===== src/rtl/seq_svm_mac.sv =====
// seq_svm_mac: multi-lane sequential linear-SVM evaluator (bias preload, LANES MACs per beat, start/done handshake).
// Optional build macro SEQ_SVM_SAT_EN: saturate every accumulator update instead of wrapping.
module seq_svm_mac #(
    parameter int N_FEATURES = 16,
    parameter int IN_W       = 4,
    parameter int W_W        = 8,
    parameter int B_W        = 8,
    parameter int BIAS_SHIFT = 4,
    parameter int LANES      = 1,
    parameter int ACC_W      = W_W + IN_W + $clog2(N_FEATURES) + 2
) (
    input  logic                       clk,
    input  logic                       rst_n,
    input  logic                       start,
    input  logic [W_W*N_FEATURES-1:0]  weights,
    input  logic [B_W-1:0]             bias,
    input  logic [IN_W*N_FEATURES-1:0] inputs,
    output logic                       busy,
    output logic                       done,
    output logic                       class_o,
    output logic [ACC_W-1:0]           score_o
);
    localparam int NB   = (N_FEATURES + LANES - 1) / LANES;
    localparam int BT_W = NB > 1 ? $clog2(NB) : 1;
    localparam int PW   = W_W + IN_W + 1;
`ifdef SEQ_SVM_SAT_EN
    localparam int SW = ACC_W + PW + $clog2(LANES + 1) + 1;
    localparam logic signed [SW-1:0] SMAX = SW'({(ACC_W-1){1'b1}});
    localparam logic signed [SW-1:0] SMIN = ~SMAX;
`else
    localparam int SW = ACC_W;
`endif

    if (ACC_W < B_W + BIAS_SHIFT + 1) begin : g_acc_w_chk
        $error("seq_svm_mac: ACC_W too narrow to hold the shifted bias");
    end
    if (LANES < 1 || LANES > N_FEATURES) begin : g_lanes_chk
        $error("seq_svm_mac: LANES must be within 1..N_FEATURES");
    end

    typedef enum logic {IDLE, ACC} state_t;

    state_t                   state_q, state_d;
    logic signed [ACC_W-1:0]  acc_q, acc_d, score_q, score_d;
    logic [BT_W-1:0]          beat_q, beat_d;
    logic                     busy_q, busy_d, done_q, done_d, class_q, class_d;
    logic signed [SW-1:0]     partial, sum;
    logic signed [ACC_W-1:0]  acc_upd;
    logic [ACC_W-1:0]         bias_ext;
    logic signed [W_W-1:0]    wk;
    logic signed [IN_W:0]     xk;
    int                       kk;

    assign bias_ext = {{(ACC_W-B_W){bias[B_W-1]}}, bias} << BIAS_SHIFT;

    // Sum this beat's lane products; lanes past the last feature add nothing.
    always_comb begin
        partial = '0;
        kk = 0;
        wk = '0;
        xk = '0;
        for (int j = 0; j < LANES; j++) begin
            kk = int'(beat_q) * LANES + j;
            wk = weights[(kk < N_FEATURES ? kk : 0) * W_W +: W_W];
            xk = {1'b0, inputs[(kk < N_FEATURES ? kk : 0) * IN_W +: IN_W]};
            if (kk < N_FEATURES) partial = partial + SW'(wk * xk);
        end
    end

    // Accumulator update: wrap by default, clamp to the ACC_W range when saturation is built in.
    always_comb begin
        sum = SW'(acc_q) + partial;
`ifdef SEQ_SVM_SAT_EN
        acc_upd = sum > SMAX ? SMAX[ACC_W-1:0] : sum < SMIN ? SMIN[ACC_W-1:0] : sum[ACC_W-1:0];
`else
        acc_upd = sum[ACC_W-1:0];
`endif
    end

    // Next-state: IDLE loads the scaled bias on start; ACC adds one beat per cycle and finishes on the last.
    always_comb begin
        state_d = state_q;
        acc_d   = acc_q;
        beat_d  = beat_q;
        score_d = score_q;
        class_d = class_q;
        busy_d  = busy_q;
        done_d  = 1'b0;
        if (state_q == IDLE) begin
            if (start) begin
                acc_d   = bias_ext;
                beat_d  = '0;
                busy_d  = 1'b1;
                state_d = ACC;
            end
        end else begin
            acc_d  = acc_upd;
            beat_d = beat_q + 1'b1;
            if (beat_q == BT_W'(NB - 1)) begin
                score_d = acc_upd;
                class_d = acc_upd[ACC_W-1];
                done_d  = 1'b1;
                busy_d  = 1'b0;
                state_d = IDLE;
            end
        end
    end

    // State and result registers; reset aborts any evaluation in flight.
    always_ff @(posedge clk or negedge rst_n) begin
        if (!rst_n) begin
            state_q <= IDLE;
            acc_q   <= '0;
            beat_q  <= '0;
            score_q <= '0;
            class_q <= 1'b0;
            busy_q  <= 1'b0;
            done_q  <= 1'b0;
        end else begin
            state_q <= state_d;
            acc_q   <= acc_d;
            beat_q  <= beat_d;
            score_q <= score_d;
            class_q <= class_d;
            busy_q  <= busy_d;
            done_q  <= done_d;
        end
    end

    assign busy    = busy_q;
    assign done    = done_q;
    assign class_o = class_q;
    assign score_o = score_q;
endmodule

===== config.mk =====
export PLATFORM = sky130hd
export DESIGN_NAME = seq_svm_mac
export DESIGN_NICKNAME = d
export VERILOG_FILES = /design/src/rtl/seq_svm_mac.sv
export SDC_FILE = /design/constraint.sdc
export NUM_CORES = 1
export LEC_CHECK = 0
export CORE_ASPECT_RATIO = 1.4
export CORE_MARGIN = 4
export CORE_UTILIZATION = 44
export CTS_BUF_LIST = sky130_fd_sc_hd__clkbuf_8
export CTS_CLUSTER_SIZE = 30
export DETAILED_ROUTE_END_ITERATION = 8
export PLACE_DENSITY_LB_ADDON = 0.25
export SLEW_MARGIN = 20
export SYNTH_ARGS = -nofsm -noshare
export SYNTH_HDL_FRONTEND = slang
export SYNTH_SLANG_ARGS = --single-unit

===== constraint.sdc =====
create_clock -name clk -period 7.4 [get_ports clk]
set_input_delay 1.11 -clock clk [delete_from_list [all_inputs] [get_ports clk]]
set_output_delay 1.11 -clock clk [all_outputs]
set_load 0.02 [all_outputs]

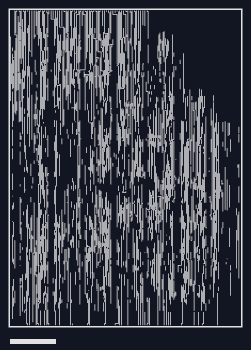
run_1/layer_met2.png
Bar = 20 um.
- main direction: vertical
- longest straight run: 55.8 um
- nets with wire on the layer: 905
- wire length on this layer: 9610 um
- share of all routed wire: 57%

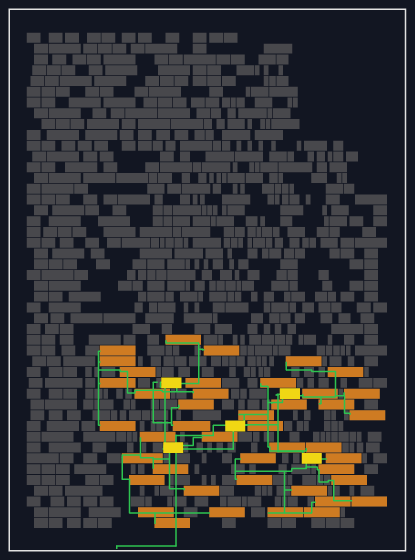
run_1/clk_routes.png
- green: clock wires (length 496 um)
- yellow: clock drivers (count 5)
- orange: flip-flops (count 43)
- routed clock nets: 6

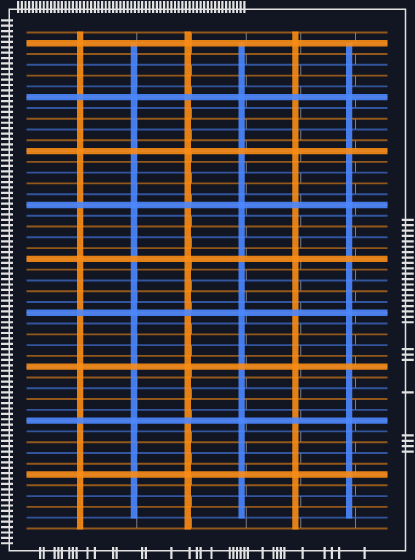
run_1/power_grid.png
Pins as bars on the die edge. Tap cells in gray.
- orange: VSS
- blue: VDD
- rows: 46
- met4 straps: 6
- met1 rails: 47
- met5 straps: 9
- signal pins: 224

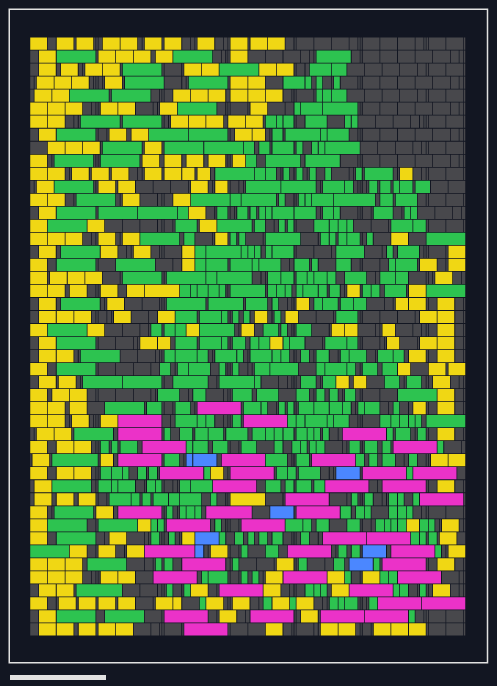
run_1/placement_by_type.png
Bar = 20 um. Fill, decap, tap and diode cells in gray.
- yellow: remaining buffers and delay cells (cells 256; share of their area 33%)
- magenta: sequential cells (cells 43; share of their area 14%)
- blue: clock drivers and dummy loads (cells 8; share of their area 1.2%)
- green: combinational and other logic (cells 436; share of their area 52%)

==> impl_metrics.toml, run 1 <==
# generated from flow reports
[status]
status = "completed"

[layout]
nets = 1005
n_all_buffers = 256
seq_share = 0.138
comb_share = 0.482
largest_class = "logic gates"
fin_cells = 887
design_area_um2 = 7850
clock_cell_area_share = 0.0116

[placed_design]
place_hpwl_um = 14900
place_area_um2 = 7730
pre_cts_slack_ps = -302

[critical_path]
crit_buf_inv = 4
crit_top_cell = "ha_1"
critPathKind = "input pin to flop"
startpoint_type = "input pin"
slowest_stage = "mux4_2"
r2r_setup_slack_ps = 560
end_kind = "flop"
cp.depth = 26

[synth]
yosysWarningCount = 0
synthTopLogicFamily = "multiplexers"
ys_area_um2 = 5170
ys_types = 51
ys_seq_share = 0.208
ys_cells = 504
synth_area_leader_cell = "mux4_2"
yosysMostFrequentCell = "inv_1"
netlist.area_leader.share = 0.244
common_cells = "inv_1, mux4_2, dfrtp_1, ha_1, nand2_1"
mux_share = 0.261

[hold_path]
min_path_type = "flop to flop"
min_from = "score_o[4]$_DFFE_PN0P_"

[global_route]
antenna_found_initial = 0
grt_max_degree = 48
busiest_layer = "met2"
grt_pass1_wl_um = 26500

[cts]
post_cts_resized = 1
clock_path_buffers = 2
cts_tree = "done"

[floorplan]
rows = 46
num_io_pins = 224
fp_util = 0.453

[timing]
maxSlewViolCount = 0
period_needed_ps = 7180
setup_slack_ps = 217
finalCritPeriodShare = 0.971
rsz0062_at_grt = "yes"
worst_slew_pin_slew_ps = 1100

[detailed_routing]
routed-wl-met3_um = 1140
wl_met2_um = 9610
routed_wl_um = 17000
drt_first_iter_violations = 200
via_per_inst = 5.52
m1WireLength_um = 5760

[job]
cap_violations = 0
==> inputs of run 2 (changes only) <==
HOLD_SLACK_MARGIN = 0.15   (was default)
SLEW_MARGIN = default   (was 20)
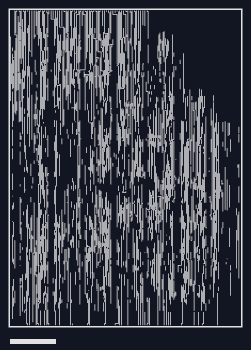
run_2/layer_met2.png
Bar = 20 um.
- nets with wire on the layer: 905
- wire length on this layer: 9610 um
- main direction: vertical
- share of all routed wire: 57%

==> impl_metrics.toml, run 2 <==
# generated from flow reports
[global_route]
busiest_layer = "met2"
grt_max_degree = 48
gr-usage-all-layers = 0.250
grt_pass1_vias = 5318
antenna_found_initial = 0
grt_pass1_wl_um = 26500
grt-ovfl-total = 0

[cts]
clock_path_buffers = 2
cts_tree = "done"
htree_levels = 2
post_cts_resized = 1

[floorplan]
dieArea_um2 = 13600
rows = 46
die-height_um = 136
num_io_pins = 224
fp_util = 0.453
taps = 144

[layout]
final-nonclk-buf-share = 0.318
seq_share = 0.138
n_all_buffers = 256
nets = 1005
design_area_um2 = 7850
largest_class = "logic gates"
clock_cell_area_share = 0.0116
drive_gt1_frac = 0.151
fin_cells = 887
comb_share = 0.482
logic_gates = 378

[hold_path]
min_path_type = "flop to flop"
min_from = "score_o[4]$_DFFE_PN0P_"

[detailed_routing]
m1WireLength_um = 5760
wl_met2_um = 9610
first_pass_iters = 4
drt_first_iter_violations = 200
via_per_inst = 5.52
routed_wl_um = 17000
wl_per_cell_um = 19.2
routed-wl-met3_um = 1140

[synth]
syn_inst = 504
netlist.area_leader.share = 0.244
synth_area_leader_cell = "mux4_2"
ys_area_um2 = 5170
mux_share = 0.261
yosysWarningCount = 0
common_cells = "inv_1, mux4_2, dfrtp_1, ha_1, nand2_1"
ys_types = 51
ys_cells = 504
ys_seq_share = 0.208
yosysMostFrequentCell = "inv_1"
synthTopLogicFamily = "multiplexers"
ys_sh_xor = 0.0450

[timing]
period_needed_ps = 7180
setup_slack_ps = 217
rsz0062_at_grt = "yes"
worst_slew_pin_slew_ps = 1100
finalCritPeriodShare = 0.971
maxSlewViolCount = 0
holdWs_ps = 477

[placed_design]
place_hpwl_um = 14900
place_area_um2 = 7730
pre_cts_slack_ps = -302
port-buffer-count = 223

[status]
status = "completed"

[critical_path]
r2r_setup_slack_ps = 560
critPathTopFamily = "adder cells"
max_stage_delay_ps = 540
end_kind = "flop"
crit_top_cell = "ha_1"
startpoint_type = "input pin"
crit_buf_inv = 4
slowest_stage = "mux4_2"
critPathKind = "input pin to flop"
crit_fanout = 5
cp.depth = 26

[job]
cap_violations = 0
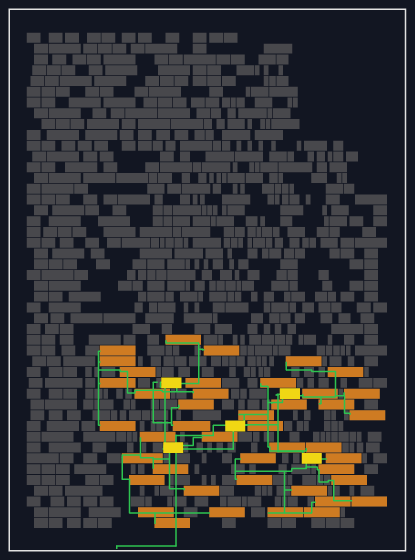
run_2/clk_routes.png
- green: clock wires (length 496 um)
- orange: flip-flops (count 43)
- yellow: clock drivers (count 5)
- routed clock nets: 6
Clock Latency Late Sink: 300 ps
skew final: 12.5 ps

